<file path="src/rtl/prog_loader.sv">
// UART (8N1) program loader: assembles little-endian 32-bit words from RXD,
// writes them to IMEM and releases the core reset once LOAD_WORDS are loaded.
module prog_loader #(
  parameter int unsigned SERIAL_WCNT = 20,
  parameter int unsigned LOAD_WORDS  = 64,
  parameter int unsigned ADDR_W      = 9
) (
  input  logic              CLK,
  input  logic              RST_X,
  input  logic              RXD,
  output logic              O_WE,
  output logic [ADDR_W-1:0] O_ADDR,
  output logic [31:0]       O_DATA,
  output logic              O_CORE_RST_X,
  output logic              O_DONE,
  output logic              O_FERR
);

  localparam int unsigned CNT_W  = (SERIAL_WCNT > 2) ? $clog2(SERIAL_WCNT) : 1;
  localparam int unsigned HALF   = SERIAL_WCNT / 2;
  localparam int unsigned WCNT_W = ADDR_W + 1;

  typedef enum logic [1:0] {
    IDLE  = 2'd0,
    START = 2'd1,
    DATA  = 2'd2,
    STOP  = 2'd3
  } rx_state_e;

  rx_state_e          state;
  rx_state_e          state_nxt;
  logic               rxd_s1;
  logic               rxd_s2;
  logic [CNT_W-1:0]   cnt;
  logic [2:0]         bit_cnt;
  logic [7:0]         shift;
  logic [1:0]         byte_cnt;
  logic [23:0]        word_buf;
  logic [WCNT_W-1:0]  word_cnt;

  logic tick_half_c;
  logic tick_full_c;
  logic full_c;
  logic cnt_clr_c;
  logic bit_shift_c;
  logic byte_ok_c;
  logic ferr_set_c;

  assign tick_half_c = (cnt == CNT_W'(HALF - 1));
  assign tick_full_c = (cnt == CNT_W'(SERIAL_WCNT - 1));
  assign full_c      = (word_cnt >= WCNT_W'(LOAD_WORDS));

  // Two-flop synchronizer; idles high so reset never looks like a start bit
  always_ff @(posedge CLK or negedge RST_X) begin
    if (!RST_X) begin
      rxd_s1 <= 1'b1;
      rxd_s2 <= 1'b1;
    end else begin
      rxd_s1 <= RXD;
      rxd_s2 <= rxd_s1;
    end
  end

  always_ff @(posedge CLK or negedge RST_X) begin
    if (!RST_X) state <= IDLE;
    else        state <= state_nxt;
  end

  always_comb begin
    state_nxt = state;
    case (state)
      IDLE:  if (!rxd_s2) state_nxt = START;
      START: if (tick_half_c) state_nxt = rxd_s2 ? IDLE : DATA;
      DATA:  if (tick_full_c && (bit_cnt == 3'd7)) state_nxt = STOP;
      STOP:  if (tick_full_c) state_nxt = IDLE;
      default: state_nxt = IDLE;
    endcase
  end

  // Per-state sampling strobes driving the datapath below
  always_comb begin
    cnt_clr_c   = 1'b0;
    bit_shift_c = 1'b0;
    byte_ok_c   = 1'b0;
    ferr_set_c  = 1'b0;
    case (state)
      IDLE:  cnt_clr_c = 1'b1;
      START: cnt_clr_c = tick_half_c;
      DATA: begin
        cnt_clr_c   = tick_full_c;
        bit_shift_c = tick_full_c;
      end
      STOP: begin
        cnt_clr_c  = tick_full_c;
        byte_ok_c  = tick_full_c & rxd_s2;
        ferr_set_c = tick_full_c & ~rxd_s2;
      end
      default: cnt_clr_c = 1'b1;
    endcase
  end

  always_ff @(posedge CLK or negedge RST_X) begin
    if (!RST_X) begin
      cnt     <= '0;
      bit_cnt <= '0;
      shift   <= '0;
    end else begin
      cnt <= cnt_clr_c ? '0 : cnt + CNT_W'(1);
      if (bit_shift_c) begin
        shift   <= {rxd_s2, shift[7:1]};
        bit_cnt <= bit_cnt + 3'd1;
      end
    end
  end

  // Word assembly and IMEM write; bytes after the load completes are dropped
  always_ff @(posedge CLK or negedge RST_X) begin
    if (!RST_X) begin
      byte_cnt <= '0;
      word_buf <= '0;
      word_cnt <= '0;
      O_WE     <= 1'b0;
      O_ADDR   <= '0;
      O_DATA   <= '0;
    end else begin
      O_WE <= 1'b0;
      if (byte_ok_c && !full_c) begin
        byte_cnt <= byte_cnt + 2'd1;
        case (byte_cnt)
          2'd0: word_buf[7:0]   <= shift;
          2'd1: word_buf[15:8]  <= shift;
          2'd2: word_buf[23:16] <= shift;
          default: begin
            O_WE     <= 1'b1;
            O_ADDR   <= word_cnt[ADDR_W-1:0];
            O_DATA   <= {shift, word_buf};
            word_cnt <= word_cnt + WCNT_W'(1);
          end
        endcase
      end
    end
  end

  // Status flags; done and core reset release share one condition
  always_ff @(posedge CLK or negedge RST_X) begin
    if (!RST_X) begin
      O_DONE       <= 1'b0;
      O_CORE_RST_X <= 1'b0;
      O_FERR       <= 1'b0;
    end else begin
      if (full_c) begin
        O_DONE       <= 1'b1;
        O_CORE_RST_X <= 1'b1;
      end
      if (ferr_set_c) O_FERR <= 1'b1;
    end
  end

endmodule

</file>
<file path="config.mk">
export PLATFORM = sky130hd
export DESIGN_NAME = prog_loader
export DESIGN_NICKNAME = d
export VERILOG_FILES = /design/src/rtl/prog_loader.sv
export SDC_FILE = /design/constraint.sdc
export NUM_CORES = 1
export LEC_CHECK = 0
export ABC_AREA = 1
export CORE_ASPECT_RATIO = 1.75
export CORE_MARGIN = 5
export CORE_UTILIZATION = 41
export CTS_CLUSTER_DIAMETER = 150
export DETAILED_ROUTE_END_ITERATION = 7
export HOLD_SLACK_MARGIN = 0.08
export MAX_ROUTING_LAYER = met4
export PLACE_DENSITY = 0.69
export SETUP_SLACK_MARGIN = 0.4
export SLEW_MARGIN = 15
export SYNTH_ARGS = -nofsm -noshare
export SYNTH_HDL_FRONTEND = slang
export SYNTH_SLANG_ARGS = --single-unit
export TNS_END_PERCENT = 5
</file>
<file path="constraint.sdc">
create_clock -name CLK -period 3.25 [get_ports CLK]
set_clock_uncertainty 0.05 [all_clocks]
set_input_delay 0.65 -clock CLK [delete_from_list [all_inputs] [get_ports CLK]]
set_output_delay 0.65 -clock CLK [all_outputs]
set_load 0.02 [all_outputs]
</file>
==> flow_summary_export.csv, run 1 <==
group,metric,value,unit
global_route,grt_first_pass_wirelength,15.5,mm
sta,finalSetupViolations,0,
clocking,clkTransAtPathRegs,70,ps
clocking,cts_resized,0,
logic_synthesis,synth_area,4310,um2
flow_run,warnings,32,
clocking,cts_tree,"built",
run_status,status,"complete, no violations",
pwr,p_comb,185,uW
layout,drive_gt1_share,7.17,%
sta,max_slew.worst_pin.slew,661,ps
place,numPlacedInstances,613,
critical_path,cpPeakStageDelay,400,ps
routing,avgRoutedWirePerCell,14.1,um
global_route,use_met1,18.1,%
logic_synthesis,ff_type,"dfrtp_1",
layout,top_regs,"O_DATA: 32 flops, word_buf: 24 flops, word_cnt: 10 flops",
routing,route.met3.wl,303,um
floorplanning,die-width,87.5,um
routing,ant_nets,0,
layout,nets,510,
sta,worst_slack,1140,ps
global_route,grtUsageTotal,15.8,%
sta,rsz0062_at_grt,"false",
global_route,grt_max_degree,52,
sta,hold_viol,0,
critical_path,critPathTopFamily,"simple AND/OR/NAND/NOR gates",
critical_path,path_class,"reg -> reg",
routing,drtPass1Iterations,5,
clocking,hold_buffers,0,
routing,viasPerCell,5.11,
clocking,clock-sinks,100,
sta,fmax,0.473,GHz
clocking,cts_buffer_depth,2,
logic_synthesis,ys_cells,463,
logic_synthesis,synth_area_per_cell,9.31,um2
sta,fin_crit,2110,ps
clocking,htree_levels,3,
pwr,switchingPower,611,uW
global_route,grt_pass1_vias,3209,
critical_path,arrival,2300,ps
layout,finalInstanceArea,5070,um2
critical_path,crit_path_frequent_cell,"nand2_1",
floorplanning,fp_util,41.9,%
layout,layout-area-overhead-vs-synth,17.6,%
critical_path,path_cells,"ha_1 -> nand2_1 -> inv_1 -> nand2_1 -> nor2_4 -> buf_4 -> nand3_1 -> nand2_1 -> nand2_1",
sta,final_max_slew_viol_count,0,
pwr,internal-power,1890,uW
logic_synthesis,yosys-stat-area,4310,um2
flow_run,drv_cap,0,
floorplanning,die_area,12700,um2
global_route,grt-ovfl-total,0,
layout,largest_register_ffs,32,
critical_path,cp_slowest_cell,"dfrtp_1",
place,dp_hpwl,6.14,mm
logic_synthesis,yosysWarnings,0,
global_route,gr-usage-met3,3.46,%
critical_path,crit_path_start,"cnt[0]",
critical_path,path_max_fanout,40,
logic_synthesis,netlist_instances,463,
routing,drtIter0Drc,260,
global_route,busiest_layer,"met2",
layout,diodes,0,
critical_path,crit_buf_inv,2,
global_route,antenna_found_initial,0,
pwr,powerClk,974,uW
place,io_buffers,47,
sta,hold_slack,269,ps
logic_synthesis,ys_async_sr_fraction,100,%
pwr,clkPwrFrac,39.0,%
critical_path,rr_startpoint,"cnt[0]",
layout,top_register,"O_DATA",
floorplanning,ioPinCount,48,
routing,top_layer_used,"met4",
sta,fin_tns_setup,0,ps
pwr,power_leakage,0.00260,uW
clocking,cts_setup_buffers,0,
clocking,cts_root_buffer,"clkbuf_16",
global_route,use_met2,26.2,%
place,gp_congestion,0.774,
hold_path,hp-class,"in -> async",
sta,finalClockPeriodUsage,65.0,%
layout,final_cells,629,
critical_path,required,3430,ps
routing,wl_met2,4.77,mm
logic_synthesis,synth_flops,100,
place,pre_cts_slack,1200,ps
logic_synthesis,top_cells_by_area,"dfrtp_1 57%, nand2_1 15%, nand4_1 9.4%",
pwr,total_power,2500,uW
floorplanning,die_h,146,um
logic_synthesis,synth.distinct_cells,25,
logic_synthesis,synth.top_cell.area_share,56.9,%
logic_synthesis,edf_count,0,
logic_synthesis,synth_nets,476,
logic_synthesis,synth_top_cell_by_area,"dfrtp_1",
routing,drc,0,
pwr,vdd_drop_max,0.000278,V
critical_path,crit_path_start_kind,"flip-flop",
clocking,cts_buffers,9,
clocking,clkLatencyLatePin,340,ps
pwr,pwr-share-comb,7.4,%
critical_path,cp-end-kind,"flip-flop",
place,place_area,4800,um2
run 1: worst register-to-register path: stages, from the launching register on:
cell	delay, ps
dfrtp_1	400
ha_1	230
nand2_1	90
inv_1	50
nand2_1	110
nor2_4	150
buf_4	350
nand3_1	340
nand2_1	160
nand2_1	60
run 1: kinds of logic after synthesis:
family          count (synthesis)  share of synthesized area [%]
compound gates                 21                           2.55
xor+xnor                        7                           1.42
fa+ha+maj                      10                           2.90
buf+inv                        63                           7.52
flops                         100                           58.1
simple gates                  262                           27.5
run 1: placed cells by master, fill, tap and decap left out, types with 4 or more instances in the layout:
cell	count
nand2_1	169
dfrtp_1	98
nand4_1	65
clkdlybuf4s50_1	46
inv_1	26
nand3_1	14
o21ai_0	10
ha_1	10
buf_4	10
clkbuf_16	9
nor2_1	8
a21oi_1	8
xor2_1	5
inv_2	4
clkinv_2	4
run 1: worst paths after layout:
path / endpoint / slack (ps) / depth (start not counted)
worst max-delay path: word_buf[16] / 1140 / 9
worst min-delay path: O_DONE / 270 / 1
worst max register to register: word_buf[16] / 1140 / 9
worst min register to register: rxd_s2 / 310 / 0
max in group asynchronous: byte_cnt[0] / 2080 / 2
min in group CLK: rxd_s2 / 310 / 0
run 1: layout make-up:
class | count | area (um2) | area share (%)
clock buffers | 11 | 243 | 4.79
multi-input cells | 300 | 1490 | 29.3
well taps | 127 | 159 | 3.13
clock inverters | 5 | 27.5 | 0.543
flip-flops and latches | 100 | 2500 | 49.4
repair buffers | 56 | 536 | 10.6
inverters | 30 | 113 | 2.22
run 1: cell usage after synthesis (4+ instances only):
master	instances
dfrtp_1	98
a21oi_1	8
inv_1	26
buf_2	7
nor2_1	8
nand3_1	14
inv_2	4
clkbuf_1	15
buf_6	10
nand2_1	169
nand4_1	65
xor2_1	5
ha_1	10
o21ai_0	10
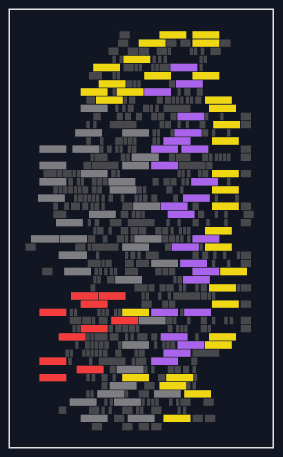
Figure 1: run 1, sequential cells colored by netlist name.
Scale: 3 px per um. Other sequential cells in the stronger gray, the rest of the logic in the fainter gray.
[O_DATA] yellow | sequential cells: 32
[word_cnt] red | sequential cells: 10
[word_buf] purple | sequential cells: 24
not colored: 34
Register Area: 2500 um2
final core utilization: 49.2%
sequential power: 1340 uW
Seq/total area: 49.4%

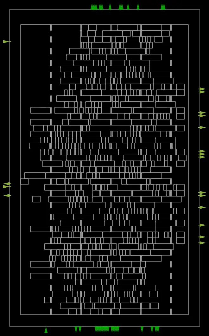
Figure 2: run 1, cell outlines without signal wires.
Tapcells: 127
sequential cell count: 100
row count: 49
CORE AREA: 10300 um2
fillcell total: 956

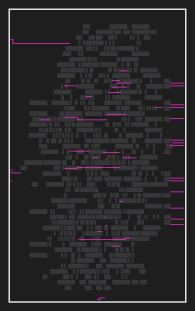
Figure 3: run 1, the metal 3 layer.
Scale: 2 px per um. Cells faint in the background.
longest straight run: 28.5 um
share of all routed wire: 3.4%
nets with wire on the layer: 32
WL final: 8.90 mm
routed via count: 3212

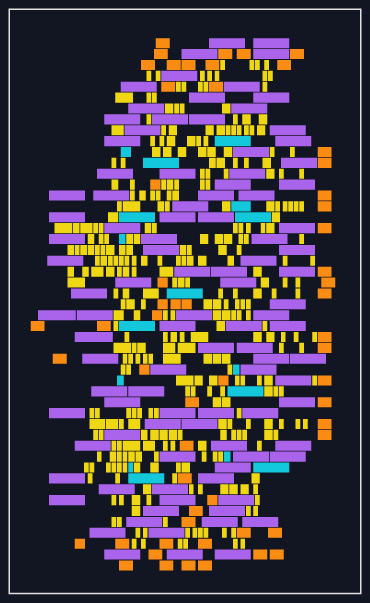
Figure 4: run 1, cells colored by class.
Scale: 4 px per um.
[remaining buffers and delay cells] orange | cells: 56 | share of their area: 11%
[remaining logic cells] yellow | cells: 330 | share of their area: 33%
[clock drivers and dummy loads] cyan | cells: 16 | share of their area: 5.5%
[registers] purple | cells: 100 | share of their area: 51%

==> run 1 -> run 2 <==
PLACE_DENSITY = 0.72   (was 0.69)
clock period = 1.85 ns   (was 3.25 ns; I/O delays follow)
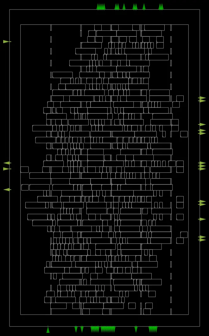
Figure 5: run 2, cell outlines without signal wires.
fin cells: 649
final core utilization: 52.3%
Seq/total area: 46.5%
fillcell total: 949

==> run 2 against run 1 <==
Clock power is 93% higher. Clock-buffer cell count is 1 higher. Critical path depth is 1 higher. Sequential power is 75% higher. Core utilization is 3.1 points higher. Maximum frequency is 29% higher. Combinational power is 130% higher. Register-to-register slack worse by 930 ps. Global-route usage is 0.14 points higher. Critical endpoint is now word_buf[5]. Largest cell class unchanged. Largest power group unchanged. Highest routed layer unchanged.
==> flow_summary_export.csv, run 2 <==
group,metric,value,unit
run_status,status,"complete, no violations",
layout,top_register,"O_DATA",
layout,finalInstanceArea,5390,um2
place,gp_congestion,0.830,
clocking,cts_buffer_depth,2,
layout,layout-area-overhead-vs-synth,25.0,%
layout,drive_gt1_share,12.5,%
flow_run,warnings,37,
global_route,antenna_found_initial,0,
layout,largest_register_ffs,32,
global_route,grt-ovfl-total,0,
routing,routed_wl,9.36,mm
logic_synthesis,synth.top_cell.area_share,56.9,%
pwr,total_power,4670,uW
global_route,grt_pass1_vias,3284,
pwr,power_density,865,nW/um2
place,io_buffers,47,
critical_path,path_cells,"ha_2 -> nand2_2 -> inv_2 -> nand2_2 -> nor2_4 -> buf_12 -> buf_16 -> buf_16 -> nand4_1 -> nand2_1",
pwr,power_leakage,0.00297,uW
sta,rsz0062_at_grt,"true",
floorplanning,die_h,146,um
place,dp_hpwl,5.94,mm
logic_synthesis,ys_cells,463,
global_route,grt_first_pass_wirelength,15.9,mm
clocking,hold_buffers,1,
logic_synthesis,yosys-stat-area,4310,um2
floorplanning,die-width,87.5,um
routing,drtPass1Iterations,6,
logic_synthesis,synth_nets,476,
logic_synthesis,synth_area_per_cell,9.31,um2
sta,worst_slack,207,ps
logic_synthesis,synth_flops,100,
place,place_area,4850,um2
clocking,cts_setup_buffers,9,
layout,top_regs,"O_DATA: 32 flops, word_buf: 24 flops, word_cnt: 10 flops",
routing,ant_nets,0,
critical_path,critPathTopFamily,"simple AND/OR/NAND/NOR gates",
pwr,vdd_drop_max,0.000681,V
logic_synthesis,seq_area_frac_synth,58.1,%
sta,final_max_slew_viol_count,0,
critical_path,arrival,1860,ps
routing,vias,3344,
sta,fmax,0.609,GHz
logic_synthesis,top_cells_by_area,"dfrtp_1 57%, nand2_1 15%, nand4_1 9.4%",
logic_synthesis,synth_top_cell_by_area,"dfrtp_1",
routing,top_layer_used,"met4",
critical_path,cp_slowest_cell,"dfrtp_1",
global_route,grt_max_degree,101,
layout,lay_top_count,"nand2_1",
global_route,gr-usage-met3,2.66,%
global_route,grtUsageTotal,15.9,%
clocking,clkTransAtPathRegs,60,ps
critical_path,crit_buf_inv,4,
clocking,htree_levels,3,
floorplanning,die_area,12700,um2
clocking,clock-sinks,100,
sta,hold_slack,310,ps
layout,ff_latch_area,2510,um2
clocking,cts_resized,60,
floorplanning,row_count,49,
layout,nets,530,
logic_synthesis,ff_type,"dfrtp_1",
sta,max_slew.worst_pin.slew,534,ps
clocking,cts_tree,"built",
clocking,cts_root_buffer,"clkbuf_16",
critical_path,cp-end-kind,"flip-flop",
routing,drc,0,
floorplanning,fp_util,41.9,%
critical_path,crit_path_start_kind,"flip-flop",
clocking,cts_buffers,9,
logic_synthesis,yosysWarnings,0,
logic_synthesis,netlist_instances,463,
global_route,busiest_layer,"met2",
place,numPlacedInstances,614,
floorplanning,ioPinCount,48,
logic_synthesis,ys_async_sr_fraction,100,%
sta,hold_viol,0,
global_route,use_met1,18.4,%
layout,diodes,0,
routing,wl_met2,5.22,mm
routing,avgRoutedWirePerCell,14.4,um
logic_synthesis,synth_area,4310,um2
routing,wirelength_met1,3.58,mm
logic_synthesis,top_cell,"nand2_1",
floorplanning,core_area,10300,um2
critical_path,cpPeakStageDelay,370,ps
sta,finalSetupViolations,0,
logic_synthesis,top_cells_by_count,"169 x nand2_1, 98 x dfrtp_1, 65 x nand4_1, 26 x inv_1, 15 x clkbuf_1",
routing,route.met3.wl,306,um
routing,viasPerCell,5.15,
hold_path,hp-class,"reg -> reg",
logic_synthesis,synth.distinct_cells,25,
routing,drtIter0Drc,250,
logic_synthesis,edf_count,0,
sta,finalClockPeriodUsage,88.8,%
sta,slew_headroom,64.4,%
critical_path,path_max_fanout,16,
global_route,use_met2,27.1,%
sta,fin_crit,1640,ps
critical_path,path_class,"reg -> reg",
place,pre_cts_slack,64.6,ps
clocking,clkLatencyLatePin,330,ps
critical_path,required,2070,ps
flow_run,drv_cap,0,
layout,most-common-layout-cells,"166 x nand2_1, 97 x dfrtp_1, 65 x nand4_1",
layout,combGateArea,1530,um2
sta,fin_tns_setup,0,ps
## run 2: cell count changes in the layout (fill, tap and decap cells not counted), sizes merged
| cell | previous run | this run |
|---|---|---|
| clkinv | 4 | 2 |
| dlygate4sd3 | 0 | 1 |
| clkdlybuf4s50 | 46 | 1 |
| bufinv | 0 | 1 |
| buf | 10 | 29 |
| clkbuf | 11 | 12 |
| dlygate4sd2 | 0 | 45 |
## run 2: cell families (layout without fill, tap and decap cells)
family                   after synthesis  after routing  synth area share, %
AND-OR/OR-AND                         21             21                 2.55
XOR/XNOR                               7              7                 1.42
adder cells (fa/ha/maj)               10             10                 2.90
buffers and inverters                 63            122                 7.52
flip-flops                           100            100                 58.1
AND/OR/NAND/NOR                      262            262                 27.5
## run 2: path summary, 6_finish.rpt
kind,start,cells past startpoint,slack [ps],to
setup / recovery,cnt[0],10,210,word_buf[5]
hold / removal,rxd_s1,0,310,rxd_s2
setup reg to reg,cnt[0],10,210,word_buf[5]
hold reg to reg,rxd_s1,0,310,rxd_s2
max in group asynchronous,RST_X,3,750,async pin
min in group asynchronous,RST_X,3,560,O_DONE
## run 2: final cells by class
class / instances / area share (%)
Sequential cell: 100 / 46.5
Timing Repair Buffer: 76 / 14.4
Clock buffer: 12 / 4.76
Tap cell: 127 / 2.95
Multi-Input combinational cell: 300 / 28.4
Clock inverter: 4 / 0.882
Inverter: 30 / 2.09
## run 2: power by group
| part | switching (uW) | total [uW] | internal, uW | leakage, uW |
|---|---|---|---|---|
| Sequential | 84.5 | 2350 | 2270 | 0.00138 |
| Combinational | 255 | 434 | 179 | 0.00145 |
| Clock | 762 | 1880 | 1120 | 0.000149 |
## run 2: worst register-to-register path, delay by kind of cell, from the launching register on
kind          cells  cell delay [ps]
fa+ha+maj         1              200
buf+inv           4              440
flops             1              370
simple gates      5              520
Power figures rest on the tool's default switching activity, not on a simulated workload.
